Design kitt_mode_sequencer, sky130hd; sources not shown.
Figure 1. Clock nets.
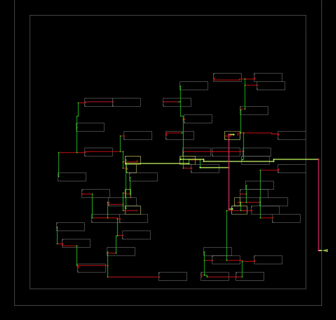
CTS Sinks: 42
cts bufs inserted: 5
Clock Skew: 0.01146 ns

Figure 2. Signal wires on met3.
Drawn at 4 px/um.
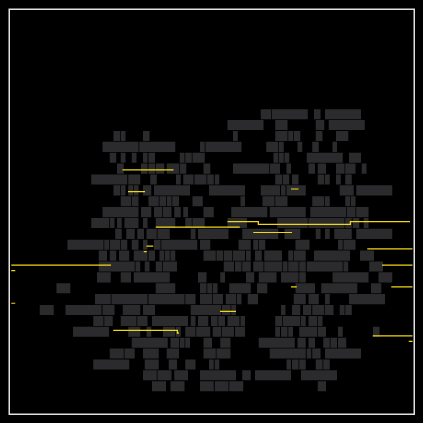
- main direction: horizontal
- nets with wire on the layer: 14
- share of all routed wire: 3.4%
- wire length on this layer: 178 um
- longest straight run: 24.6 um
Total Wirelength: 5.290 mm
GR Layer Usage met3: 2.768%

Figure 3. Clock wires, drivers and flops.
Drawn at 4 px/um.
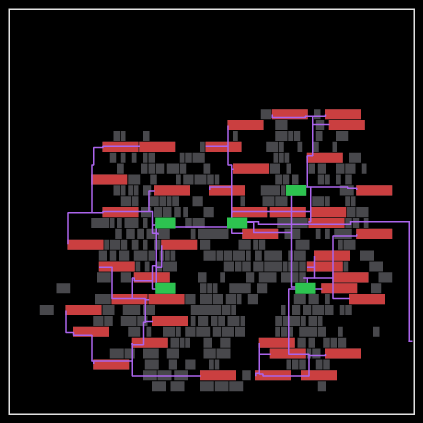
- red: flip-flops (count 42)
- green: clock-net drivers (count 5)
- purple: clock wires (length 592 um)
- routed clock nets: 6
clk latency late pin: 0.30 ns
P_clk: 396 uW

Figure 4. Cell classes on the final placement.
Drawn at 3 px/um.
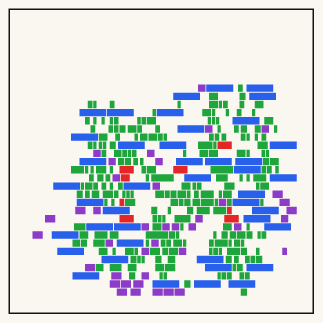
- purple: remaining buffers and delay cells (cells 40; share of their area 12%)
- blue: registers (cells 42; share of their area 37%)
- green: remaining logic cells (cells 222; share of their area 48%)
- red: clock drivers and dummy loads (cells 8; share of their area 3.1%)
Design Area, Final: 2995 um2
fraction of area in registers: 35.09%
Rows: 33
core box area: 8134 um2

Figure 5. Wires at chosen ports, followed through buffers.
Drawn at 4 px/um.
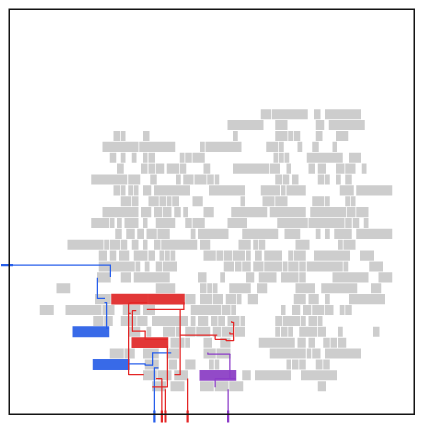
- red: step_idx (bits 3; direction output; end cells 3; buffers 3; wire 131 um)
- purple: core_speed (bits 1; direction output; end cells 1; buffers 1; wire 24.7 um)
- blue: core_mode (bits 2; direction output; end cells 2; buffers 2; wire 67.8 um)
I/O pin count: 18
PortBufs: 17

==> Slide: Implementation Results <==
Implementation Results

Cells and area
  • Layout cell share with drive strength beyond 1: 13.46%
  • Signal inverters: 11
  • Top Layout Cells: dfrtp_1 (42), nand3_1 (33), nor2_1 (33), nand2_1 (29), buf_4 (23)
  • Largest register FFs: 14
  • Top logic cell by instance count in the layout: dfrtp_1
  • Combinational Area: 1346 um2
  • Clock buf/inv share: 2.924%
  • Registers: 42
  • Top class by area: combinational gates
  • Non-clk buf share: 11.28%
  • Fill count: 834
  • # nets final: 329
  • Multi-input gate share of the layout cell area: 44.95%
  • Layout Cells excl Fill: 417
  • Clock buf count: 5

Yosys
  • Commonest cells in the netlist: dfrtp_1 (42), nand3_1 (33), nor2_1 (33)
  • Top non-seq family: simple AND/OR/NAND/NOR gates
  • Simple Share, Synth: 30.37%
  • Count leader, synth: dfrtp_1
  • Post-synth cell types: 48
  • EDFF count, synth: 0
  • Async set-reset flop share out of synthesis: 100.0%
  • Top cells by area: dfrtp_1 (42%), nand3_1 (6.7%), nor2_1 (5.0%), ha_1 (4.5%), nand2_1 (4.4%)
  • Predominant post-synthesis flop cell: dfrtp_1
  • Aoi share: 11.62%
  • Yosys stat area: 2476 um2
  • Mean Syn Cell Area: 9.037 um2
  • Top area contributor share: 42.45%
  • FA/HA/MAJ Cells, Area Fraction: 4.548%
  • Yosys Instances: 274
  • Largest area contributor in the netlist: dfrtp_1
  • Cells after Synth: 274

Clock tree
  • CTS tree: built
  • CTS root buf: clkbuf_8
  • Clk slew on worst S/H paths: 0.09 ns
  • H-tree levels: 2
  • Clock Path Buffers: 2

Placement
  • Area of placed instances: 2908 um2
  • Placed cells: 409
  • Routability cong.: 0.8593

Job
  • Tool Warnings: 29

Die
  • Die width: 100.9 um
  • Chip footprint: 10170 um2
  • FP Core Util: 30.44%
  • Tap cells: 105

Detailed routing
  • Wire per inst: 12.69 um
  • DRC viols: 0
  • DRT Pass-1 Iters: 4
  • Routed vias: 2077
  • DR vias/cell: 4.981

Timing
  • Setup TNS after final layout: 0 ns
  • Count of final setup violators: 0
  • Fmax: 375.3 MHz
  • Fin crit period: 2.665 ns
  • Worst Tran Pin Value: 0.6581 ns
  • Fin crit share: 95.16%
  • Slack of the critical path: 0.1354 ns

Power
  • Switching Fraction: 28.92%
  • Pint: 929.8 uW
  • Power Total: 1.308 mW

Setup path
  • CP arrival: 2.86 ns
  • Largest fanout on the critical path: 6

GRT
  • Largest net degree at the start of global routing: 26
  • First-pass GRT wire length: 9.384 mm
  • Initial antenna violation count: 0

Outcome
  • Status: complete, no violations
-- worst max-delay path: stages (launching register included) --
cell      delay, ns
dfrtp_1        0.42
or4b_1         0.62
or4_4          0.51
nor4_4         0.31
a221oi_2       0.07
buf_4          0.17
mux2_1         0.31
a21o_1         0.15
-- power groups by stage --
stage | clock, mW | combinational (mW) | sequential (mW)
floorplan | 0 | 0.129 | 0.663
global placement | 0 | 0.267 | 0.659
detailed placement | 0 | 0.267 | 0.659
CTS | 0.415 | 0.269 | 0.647
global route | 0.435 | 0.300 | 0.651
finish | 0.396 | 0.266 | 0.647
-- routing by layer --
layer	part of all wire (%)	track usage (%)
met1	49	14.99
met2	46	18.23
met3	3.3	2.768
met4	1.3	3.731
met5	0	-
Power is estimated from default activity; no workload was simulated.
